$ cat src/rtl/div_tick_pwm_if.sv
// Configuration port for div_tick_pwm: a valid/ready transfer of rate, period and duty.
// The master offers a setting; the slave (the PWM block) accepts it when ready is high.
interface div_tick_pwm_if #(
  parameter int WIDTH = 8
);
  logic             cfg_valid;
  logic             cfg_ready;
  logic [1:0]       cfg_rate;
  logic [WIDTH-1:0] cfg_period;
  logic [WIDTH-1:0] cfg_duty;

  modport master (
    output cfg_valid,
    output cfg_rate,
    output cfg_period,
    output cfg_duty,
    input  cfg_ready
  );

  modport slave (
    input  cfg_valid,
    input  cfg_rate,
    input  cfg_period,
    input  cfg_duty,
    output cfg_ready
  );
endinterface

$ cat src/rtl/div_tick_pwm.sv
// Turns the divider's div2/div4 levels into clk-domain tick enables and drives a PWM
// generator from them; new settings take effect only at period boundaries or in IDLE.
module div_tick_pwm #(
  parameter int WIDTH = 8
) (
  input  logic          clk,
  input  logic          reset,
  input  logic          div2_i,
  input  logic          div4_i,
  input  logic          enable_i,
  div_tick_pwm_if.slave cfg_if,
  output logic          pwm_o,
  output logic          tick_o,
  output logic          period_done_o
);

  typedef enum logic [0:0] {
    ST_IDLE = 1'b0,
    ST_RUN  = 1'b1
  } state_e;

  state_e           state_q;
  logic [WIDTH-1:0] cnt_q;
  logic             div2_prev_q;
  logic             div4_prev_q;
  logic             pwm_q;
  logic             tick_q;
  logic             done_q;

  // active configuration
  logic [1:0]       rate_q;
  logic [WIDTH-1:0] period_q;
  logic [WIDTH-1:0] duty_q;

  // shadow configuration waiting for a safe point to be applied
  logic [1:0]       sh_rate_q;
  logic [WIDTH-1:0] sh_period_q;
  logic [WIDTH-1:0] sh_duty_q;
  logic             pending_q;

  logic             accept_c;
  logic             tick_c;
  logic             wrap_c;
  logic             apply_c;
  logic [WIDTH-1:0] last_cnt_c;
  logic [WIDTH-1:0] cnt_d;
  logic [WIDTH-1:0] duty_d;

  assign cfg_if.cfg_ready = ~pending_q;
  assign accept_c         = cfg_if.cfg_valid & ~pending_q;

  always_comb begin
    tick_c = 1'b0;
    case (rate_q)
      2'b00:   tick_c = 1'b1;
      2'b01:   tick_c = div2_i & ~div2_prev_q;
      default: tick_c = div4_i & ~div4_prev_q;
    endcase
  end

  // A period of 0 behaves as 1, so the last count value is 0 in both cases.
  assign last_cnt_c = (period_q == '0) ? '0 : period_q - 1'b1;
  assign wrap_c     = (cnt_q == last_cnt_c);
  assign cnt_d      = wrap_c ? '0 : cnt_q + 1'b1;

  // The shadow becomes active in IDLE, on leaving RUN, or at a counted wrap.
  assign apply_c = pending_q &
                   ((state_q == ST_IDLE) | ~enable_i | (tick_c & wrap_c));

  // Duty that is in force after this edge, used for the registered PWM compare.
  assign duty_d = apply_c ? sh_duty_q : duty_q;

  always_ff @(posedge clk or posedge reset) begin
    if (reset) begin
      state_q     <= ST_IDLE;
      cnt_q       <= '0;
      div2_prev_q <= 1'b0;
      div4_prev_q <= 1'b0;
      pwm_q       <= 1'b0;
      tick_q      <= 1'b0;
      done_q      <= 1'b0;
      rate_q      <= 2'b00;
      period_q    <= '1;
      duty_q      <= '0;
      sh_rate_q   <= 2'b00;
      sh_period_q <= '0;
      sh_duty_q   <= '0;
      pending_q   <= 1'b0;
    end else begin
      div2_prev_q <= div2_i;
      div4_prev_q <= div4_i;
      tick_q      <= 1'b0;
      done_q      <= 1'b0;

      if (accept_c) begin
        sh_rate_q   <= cfg_if.cfg_rate;
        sh_period_q <= cfg_if.cfg_period;
        sh_duty_q   <= cfg_if.cfg_duty;
      end

      if (apply_c) begin
        rate_q   <= sh_rate_q;
        period_q <= sh_period_q;
        duty_q   <= sh_duty_q;
      end

      // accept_c needs pending_q low and apply_c needs it high, so they never collide.
      pending_q <= accept_c | (pending_q & ~apply_c);

      case (state_q)
        ST_IDLE: begin
          cnt_q <= '0;
          if (enable_i) begin
            state_q <= ST_RUN;
            pwm_q   <= (duty_d != '0);
          end else begin
            pwm_q <= 1'b0;
          end
        end

        ST_RUN: begin
          if (!enable_i) begin
            // Leaving wins over a tick or wrap in the same cycle.
            state_q <= ST_IDLE;
            cnt_q   <= '0;
            pwm_q   <= 1'b0;
          end else if (tick_c) begin
            cnt_q  <= cnt_d;
            pwm_q  <= (cnt_d < duty_d);
            tick_q <= 1'b1;
            done_q <= wrap_c;
          end
        end

        default: begin
          state_q <= ST_IDLE;
          cnt_q   <= '0;
          pwm_q   <= 1'b0;
        end
      endcase
    end
  end

  assign pwm_o         = pwm_q;
  assign tick_o        = tick_q;
  assign period_done_o = done_q;

endmodule

$ cat src/flat_wrapper.sv
// flat-port wrapper written by rule: the top's interface ports become plain ports
module div_tick_pwm_flat 
#(
  parameter int WIDTH = 8
)
  (clk, reset, div2_i, div4_i, enable_i, pwm_o, tick_o, period_done_o, cfg_if_cfg_valid, cfg_if_cfg_rate, cfg_if_cfg_period, cfg_if_cfg_duty, cfg_if_cfg_ready);
  div_tick_pwm_if #(.WIDTH(WIDTH)) cfg_if_i ();
  input  logic clk;
  input  logic reset;
  input  logic div2_i;
  input  logic div4_i;
  input  logic enable_i;
  output logic pwm_o;
  output logic tick_o;
  output logic period_done_o;
  input wire logic [$bits(cfg_if_i.cfg_valid)-1:0] cfg_if_cfg_valid;
  input wire logic [$bits(cfg_if_i.cfg_rate)-1:0] cfg_if_cfg_rate;
  input wire logic [$bits(cfg_if_i.cfg_period)-1:0] cfg_if_cfg_period;
  input wire logic [$bits(cfg_if_i.cfg_duty)-1:0] cfg_if_cfg_duty;
  output wire logic [$bits(cfg_if_i.cfg_ready)-1:0] cfg_if_cfg_ready;
  assign cfg_if_i.cfg_valid = cfg_if_cfg_valid;
  assign cfg_if_i.cfg_rate = cfg_if_cfg_rate;
  assign cfg_if_i.cfg_period = cfg_if_cfg_period;
  assign cfg_if_i.cfg_duty = cfg_if_cfg_duty;
  assign cfg_if_cfg_ready = cfg_if_i.cfg_ready;
  div_tick_pwm #(.WIDTH(WIDTH)) u_core (.clk(clk), .reset(reset), .div2_i(div2_i), .div4_i(div4_i), .enable_i(enable_i), .cfg_if(cfg_if_i), .pwm_o(pwm_o), .tick_o(tick_o), .period_done_o(period_done_o));
endmodule
$ cat config.mk
export PLATFORM = sky130hd
export DESIGN_NAME = div_tick_pwm_flat
export DESIGN_NICKNAME = d
export VERILOG_FILES = /design/src/rtl/div_tick_pwm_if.sv /design/src/rtl/div_tick_pwm.sv /design/src/flat_wrapper.sv
export SDC_FILE = /design/constraint.sdc
export NUM_CORES = 1
export LEC_CHECK = 0
export CORE_MARGIN = 5
export CORE_UTILIZATION = 40
export CTS_CLUSTER_DIAMETER = 60
export DETAILED_ROUTE_END_ITERATION = 10
export PLACE_DENSITY = 0.66
export SYNTH_ARGS = -nofsm -noshare
export SYNTH_HDL_FRONTEND = slang
export SYNTH_SLANG_ARGS = --single-unit
$ cat constraint.sdc
create_clock -name clk -period 3.82 [get_ports clk]
set_input_delay 0.382 -clock clk [delete_from_list [all_inputs] [get_ports clk]]
set_output_delay 0.382 -clock clk [all_outputs]
set_load 0.005 [all_outputs]
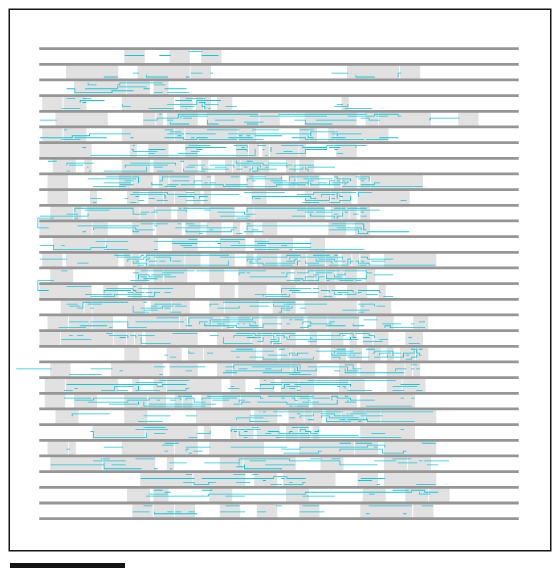
**Above:** run 1 (M1 wires).
Scale bar: 20 um. Supply wires on this layer in gray.
wire length on this layer: 2770 um
nets with wire on the layer: 311
met1 layer usage reported by global route: 0.181
number of vias after detailed routing: 2156
aggregate routed wire length: 6.00 mm

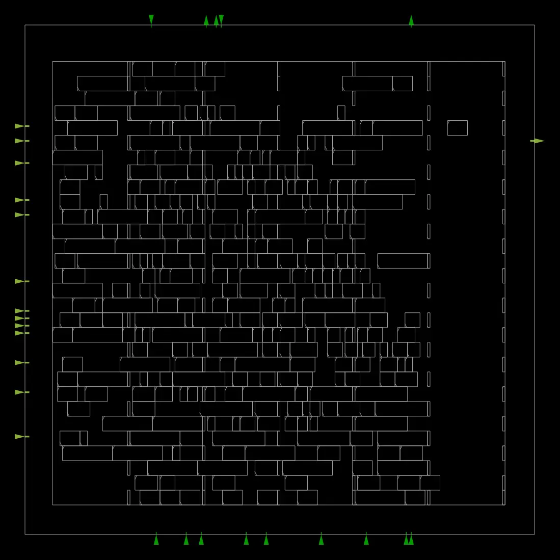
**Above:** run 1 (cell outlines without signal wires).
Filler Cell Count: 603
Non-Filler Instances: 410
number of sequential cells in the layout: 51
total core area: 6790 um2

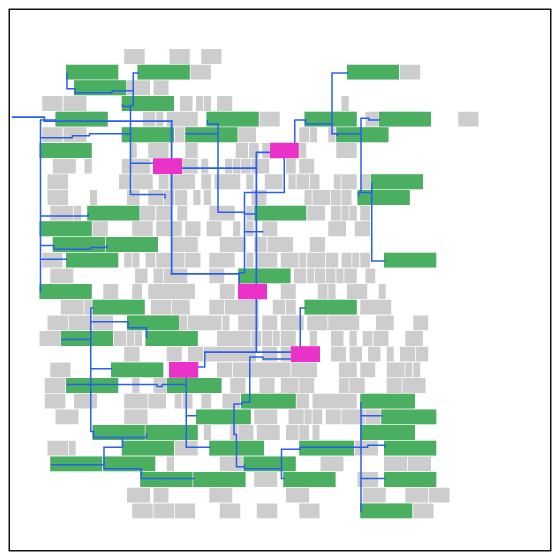
**Above:** run 1 (routed clock nets over the placement).
legend:
  clock wires:
    color: blue
    length: 651 um
  cells driving clock nets:
    color: magenta
    count: 5
  flip-flops:
    color: green
    count: 51
routed clock nets: 6
Clk network pwr share: 0.140
clock skew: 0.00516 ns

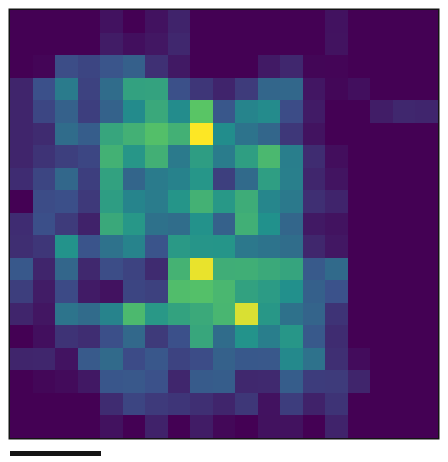
**Above:** run 1 (routed metal per tile).
Scale bar: 20 um. The die is cut into 19 by 19 equal tiles; dark purple is low, yellow is high, scaled to the fullest tile. Values are wire area over tile area, all layers added.
tiles over half the peak: 15%
densest ninth of the die: center
emptiest ninth of the die: north-east
mean routed wirelength per cell: 14.6 um
combined global-route utilization of all metal layers: 0.141

==> summary.txt, run 1 <==
Implementation status.

- The worst hold slack is roughly 0.49 ns.
- The mean area per synthesized cell is 10.6 um2.
- The async set or reset register ratio after synthesis is 1.00.
- The first global-routing pass estimated 10.0 mm of wire.
- The number of detailed-routing iterations run before antenna repair is 4.
- Of the available clock period, the critical path in the final layout requires 0.984.
- The chip occupies about 8800 um2.
- The minimum period implied by the final worst setup slack is ~3.8 ns.
- The most frequently placed logic cell in the final layout is dfrtp_1.
- The cell total in the yosys stat output is 264.
- The synthesis report names the predominant flop master as dfrtp_1.
- The last weighted congestion value of the routability-driven placer is 0.925.
- The cell group occupying the most layout area is multi-input combinational cells.
- The flop and latch count out of synthesis is 51.
- The met2 track demand over resource in global routing is 0.241.
- Per the layout area report, the register area comes to 1290 um2.
- The final layout report lists a non-clock inverter count of 17.
- During I/O placement, the number of pins put on the boundary was 28.
- The simple logic cell fraction of the synthesized area is 0.157.
- The total negative slack for setup checks is 0 ns.
- For reference, the critical path is launched at u_core.period_q[0]$_DFFE_PP1N_.
- For this run, the detailed router reports a per-instance via density of between 5 and 6.
- The first-iteration detailed-routing DRC count is 145.
- The endpoint of the worst hold-timing path is u_core.period_q[1]$_DFFE_PP1N_.
- The layout net count is 346.
- The cell-mix breakdown from Yosys lists the adder-cell area share as 0.0401.
- The floorplan step set the die width to 93.7 um.
- Entering global routing, the biggest net connects between 50 and 60 pins.
- The type of origin of the critical path is a flip-flop.
- Counting every sink on the clock net gives 51.
- The fraction of post-synthesis cell area in the top cell type by area is 0.384.
- The critical path crosses 16 cells after its start point.
- For the worst setup path, the data arrival time is 3.98 ns.
- The chip height is 93.7 um.
- The count of synthesis-stage warnings from yosys is 0.
- The combinational family with the most area after synthesis is simple AND/OR/NAND/NOR gates.
- The largest power group is combinational logic.
- Looking at the critical path, the highest net fanout was 6.
- The number of non-clock buffers in the layout is 54.
- The flow ran to the end, and the final reports show no timing, DRC or antenna violations.
- The number of clock-tree buffers in the layout is 5.
- The total setup buffers inserted after CTS is 3.
- The power in sequential cells is between 0.9 and 1 mW.
- The pre-CTS worst setup slack is -0.110 ns.
- The number of combinational gates with multiple inputs is 184.
- The hold violation count in the final report is 0.
- Per the layout area report, the combinational fraction of cell area is 0.417.
- The CTS tree is built.
- met2 is the most crowded layer.
- The total of cells resized after clock tree synthesis is 2.
- The cell with the largest stage delay on the worst path is or4_4.
- The startpoint identified for the worst register-to-register timing path is u_core.period_q[0]$_DFFE_PP1N_.
- Per the synthesis report, the dominant area consumer among library cells is dfrtp_1.
- The leakage power is ~1.5 nW.
- In the detailed route, the total length drawn on met2 is 2.93 mm.
==> run 2, diff against run 1 <==
--- a/config.mk
+++ b/config.mk
@@ -7,7 +7,7 @@
 export LEC_CHECK = 0
 export CORE_MARGIN = 5
 export CORE_UTILIZATION = 40
-export CTS_CLUSTER_DIAMETER = 60
+export CTS_CLUSTER_DIAMETER = 150
 export DETAILED_ROUTE_END_ITERATION = 10
 export PLACE_DENSITY = 0.66
 export SYNTH_ARGS = -nofsm -noshare
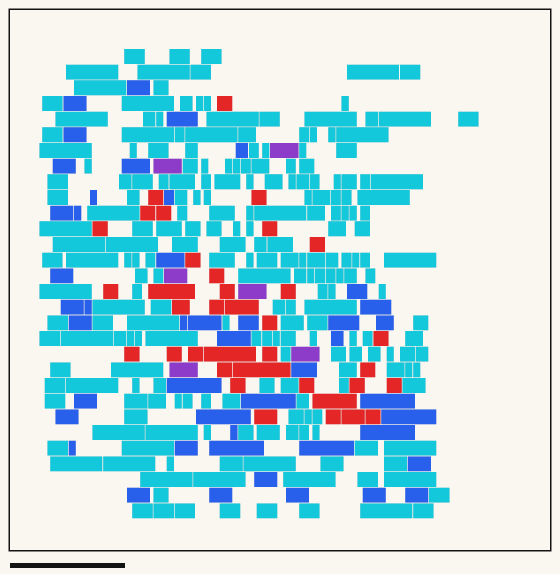
**Above:** run 2 (drive-strength map).
Scale bar: 20 um.
legend:
  drive 2:
    color: blue
    cells: 46
    share: 15%
  drive 6 and up:
    color: purple
    cells: 6
    share: 1.9%
  drive 1 or less:
    color: cyan
    cells: 226
    share: 72%
  drive 3 to 4:
    color: red
    cells: 36
    share: 11%
number of buffers other than clock buffers in the final layout: 54
design area: 3490 um2
area growth from synthesis to layout: 24.5%

==> run 2 against run 1 <==
- register-to-register slack about the same
- fmax unchanged
- clock-buffer cell count is the same
- routed wire length unchanged
- critical path depth unchanged
- sequential share of layout area unchanged
==> summary.txt, run 2 <==
Implementation status.

- The minimum period implied by the final worst setup slack is approximately 3.8 ns.
- The required time at the endpoint of the critical path is 4.04 ns.
- The worst flop-to-flop path startpoint is u_core.period_q[0]$_DFFE_PP1N_.
- Looking at the critical path, the highest net fanout was 6.
- The last element of the critical path is u_core.pwm_o$_DFFE_PP0P_.
- After floorplanning, the die was sized to cover 8790 um2.
- The critical path runs through a total of 16 cells.
- After clock tree synthesis, the setup repair step added 3 buffers.
- The layout contains a multi-input combinational cell count of roughly 180.
- Summing all multiplexer cells gives an area fraction of 0.144.
- Global route summary, busiest routing layer listed as met2.
- The last weighted congestion value of the routability-driven placer is 0.925.
- The flip-flop cell with the highest count after synthesis is dfrtp_1.
- The chip height is 93.7 um.
- The number of buffers inserted for hold repair after clock tree synthesis is 0.
- The fraction of final layout cells with drive strength greater than 1 is 0.280.
- The first element of the critical path is u_core.period_q[0]$_DFFE_PP1N_.
- The fraction of post-synthesis cell area in the top cell type by area is 0.384.
- The area share of fa/ha/maj cells after synthesis is 0.0401.
- The async set or reset register ratio after synthesis is 1.00.
- Summed over all layers, the routed wires come to 6.00 mm.
- The area of the core is 6790 um2.
- The most frequently placed logic cell in the final layout is dfrtp_1.
- The number of primary I/O pins is 28.
- TritonCTS built the clock tree.
- The fmax is 266 MHz.
- The number of flip-flops and latches is 51.
- The arrival time reported for the critical path endpoint is 3.98 ns.
- The number of clock-tree buffers in the layout is 5.
- The cell total in the yosys stat output is 264.
- The Yosys step of the flow raised 0 warnings.
- The total number of vias is 2156.
- For hold timing, the worst endpoint is u_core.period_q[1]$_DFFE_PP1N_.
- The type of origin of the critical path is a flip-flop.
- For this run, the total global-route usage over all layers was measured as 0.141.
- The horizontal die dimension reported for this design is between 90 and 100 um.
- Per the final report, the share of cell area in clock cells is 0.0254.
- For this design, the sink count on the clock tree is between 50 and 60.
- For reference, the top cells by count after synthesis are 43 x dfrtp_1, 19 x nand2_1, 19 x nor2_1.
- The power report puts the leakage power at 1.46 nW.
- The hold violation count in the final report is 0.
- The final layout contains 346 nets.
- The clock group share of total power is 0.140.
- The sum of overflow across all layers after global routing is 0.
- The total of cells resized after clock tree synthesis is 2.
- For reference, the top logic cell family by area is simple AND/OR/NAND/NOR gates.
- Summed over all failing endpoints, the final setup total negative slack is 0 ns.
- The layout report gives the multi-input gate share of total cell area as 0.417.
- Looking at area per cell type in the netlist, the leader is dfrtp_1.
- The cell with the largest stage delay on the worst path is or4_4.
- The final antenna diode count is 0.
- Summed over all nets, wire length on met2 after detailed routing comes to 2.93 mm.
- The simple logic cell fraction of the synthesized area is 0.157.
- A synthesized cell averages 10.6 um2.
- The maximum clock skew at final layout is 0.00516 ns.
- On the final layout, the worst hold slack is 0.491 ns.
- The largest power group is combinational logic.
- The power in sequential cells is 0.927 mW.
- The first-iteration detailed-routing DRC count is 145.
- The sequential cells in the finished layout cover a total of 1290 um2.
- For this run, global-route usage on met2 was measured as 0.241.
- On met1, the global router reports a usage of 0.181.
- The layout has around 600 filler cells.
- The end-of-flow timing check tallies setup violations at 0.
- The run finished with clean final reports.
- The number of detailed-routing iterations run before antenna repair is 4.
- The pin count of the biggest net entering global routing is 52.
- Dividing the final minimum period by the clock period gives 0.984.
- The detail-routed via count per cell is 5.26.
- At the placement stage, the worst setup path has a slack of -0.110 ns.
- The cell group occupying the most layout area is multi-input combinational cells.
- Once layout is complete, the cells apart from fillers number slightly above 400.
- The global-route wire length before repair is 10.0 mm.
- The flop and latch count out of synthesis is 51.
- The routed wire length per instance is 14.6 um.
==> run 3, diff against run 2 <==
--- a/config.mk
+++ b/config.mk
@@ -9,6 +9,7 @@
 export CORE_UTILIZATION = 40
 export CTS_CLUSTER_DIAMETER = 150
 export DETAILED_ROUTE_END_ITERATION = 10
+export GPL_ROUTABILITY_DRIVEN = 0
 export PLACE_DENSITY = 0.66
 export SYNTH_ARGS = -nofsm -noshare
 export SYNTH_HDL_FRONTEND = slang
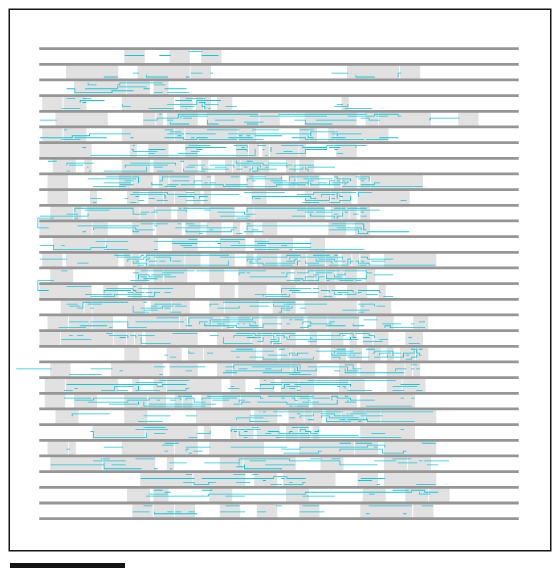
**Above:** run 3 (M1 wires).
Scale bar: 20 um. Supply wires on this layer in gray.
longest straight run: 28.5 um
main direction: horizontal
share of all routed wire: 46%
nets with wire on the layer: 311
wire length on this layer: 2770 um

==> run 3 against run 2 <==
- utilization stayed put
- clock skew is the same
- sequential power about the same
- area after synthesis did not move
- sequential cell count unchanged
- fmax is the same
- clock-buffer cell count did not move
- via count unchanged
- combinational power hardly changed
- cell count unchanged
- largest power group unchanged
==> summary.txt, run 3 <==
Implementation status.

- The count of buffering cells on the critical path with inverters included is 1.
- The number of cells on the critical path is 16.
- After detailed routing, the average wire length per cell comes to 14.6 um.
- The number of flip-flops and latches is 51.
- The number of primary I/O pins is 28.
- Per the synth log, the flip-flop and latch total comes to 51.
- The peak supply drop is 0.316 mV.
- Summing all multiplexer cells gives an area fraction of 0.144.
- Summed over all cells, the static leakage comes to about 1.5 nW.
- The report shows a maximum critical-path fanout of 6.
- Multi-input combinational cells in the finished layout were counted as 184.
- The clock arrives with 0.00516 ns of skew.
- The cell with the largest stage delay on the worst path is or4_4.
- Entering global routing, the biggest net connects 52 pins.
- Per the detail_route report, vias per standard cell equal 5.26.
- The hold violation count in the final report is 0.
- The global-route wire length before repair is 10.0 mm.
- Between the synthesized netlist and the finished layout, the area growth was recorded as 24.5%.
- The met2 track demand over resource in global routing is 0.241.
- The share of the final layout cell area in multi-input gates is 0.417.
- After the first detailed-routing iteration, the DRC count stood at 145.
- In this run the critical register-to-register path is launched from u_core.period_q[0]$_DFFE_PP1N_.
- Summed over all failing endpoints, the final setup total negative slack is 0 ns.
- After detailed routing, the number of remaining DRC violations is 0.
- In the finished design, the share of the clock period the worst path needs comes to 0.984.
- The total of cells resized after clock tree synthesis is 2.
- After clock tree synthesis, the flow added hold-fix buffers numbering 0.
- The worst hold slack is a little under 0.5 ns.
- The async set or reset register ratio after synthesis is 1.00.
- The class of the most critical setup path is flip-flop to flip-flop.
- Ranked by power, first place goes to combinational logic.
- In this run the critical register-to-register path is captured at u_core.pwm_o$_DFFE_PP0P_.
- The run reported a max-capacitance violation count of 0.
- Counting the fill cells in the layout gives 603.
- The simple logic cell fraction of the synthesized area is 0.157.
- Per the post-place timing report, worst setup slack is -0.110 ns.
- The cell taking the most area after synthesis is dfrtp_1.
- In this run the full chip footprint comes out at ~8800 um2.
- The width of the chip is 93.7 um.
- The flow reports power dissipated in sequential cells as ~0.9 mW.
- The final report lists the setup-violating endpoint count as 0.
- The global routing report lists met1 layer usage as 0.181.
- The combinational family with the most area after synthesis is simple AND/OR/NAND/NOR gates.
- The fraction of final layout cells with drive strength greater than 1 is 0.280.
- The area share of fa/ha/maj cells after synthesis is 0.0401.
- The area of the core is roughly 6800 um2.
- The chip height is 93.7 um.
- For this design, Yosys synthesis ends with a cell count of roughly 260.
- The share of total power dissipated in the clock network is 0.140.
- The finished design was reported to have a net count of 346.
- After detailed routing, the met2 layer carries 2.93 mm of wire.
- For the worst min-delay path, the startpoint reported by OpenROAD is u_core.sh_period_q[1]$_DFFE_PP0P_.
- After layout, the minimum clock period comes to roughly 3.8 ns.
- The flip-flop cell with the highest count after synthesis is dfrtp_1.
- The type of origin of the critical path is a flip-flop.
- The layout has 54 buffers outside the clock class.
- The CTS tree is built.
- The endpoint of the worst hold-timing path is u_core.period_q[1]$_DFFE_PP1N_.
- The number of detailed-routing iterations run before antenna repair is 4.
- The cell group occupying the most layout area is multi-input combinational cells.
- The fraction of post-synthesis cell area in the top cell type by area is 0.384.
- The sum of overflow across all layers after global routing is 0.
- Among logic cells in the layout, the one with the most instances is dfrtp_1.
- The count of non-CTS inverters in the layout is 17.
- The arrival time reported for the critical path endpoint is 3.98 ns.
- In the global route stage, overall resource usage came out at 0.141.
- The final non-filler cell total is 410.
- The warning tally printed by Yosys for this design is 0.
- The OpenROAD report gives the critical path a required time of just over 4 ns.
- The total number of vias is 2156.
- Ranked by instance count, the synthesized netlist is headed by 43 x dfrtp_1, 19 x nand2_1, 19 x nor2_1.
- According to the CTS report, the clock sink count is approximately 51.
- The average instance in the mapped netlist occupies 10.6 um2.
- The flow ran to the end, and the final reports show no timing, DRC or antenna violations.
- The storage element area is 1290 um2.
- The initial antenna violation count came to 0.
- The relative area of clock buffers and inverters in the final design is 0.0254.
- The final antenna diode count is 0.
- The fmax is about 270 MHz.
- The layer with the highest usage is met2.
- The total wire length is between 6 and 7 mm.
- Per the repair_timing log after CTS, setup buffers inserted total 3.
- Following the worst setup path forward leads to its endpoint at u_core.pwm_o$_DFFE_PP0P_.
Power and IR drop assume default switching activity.
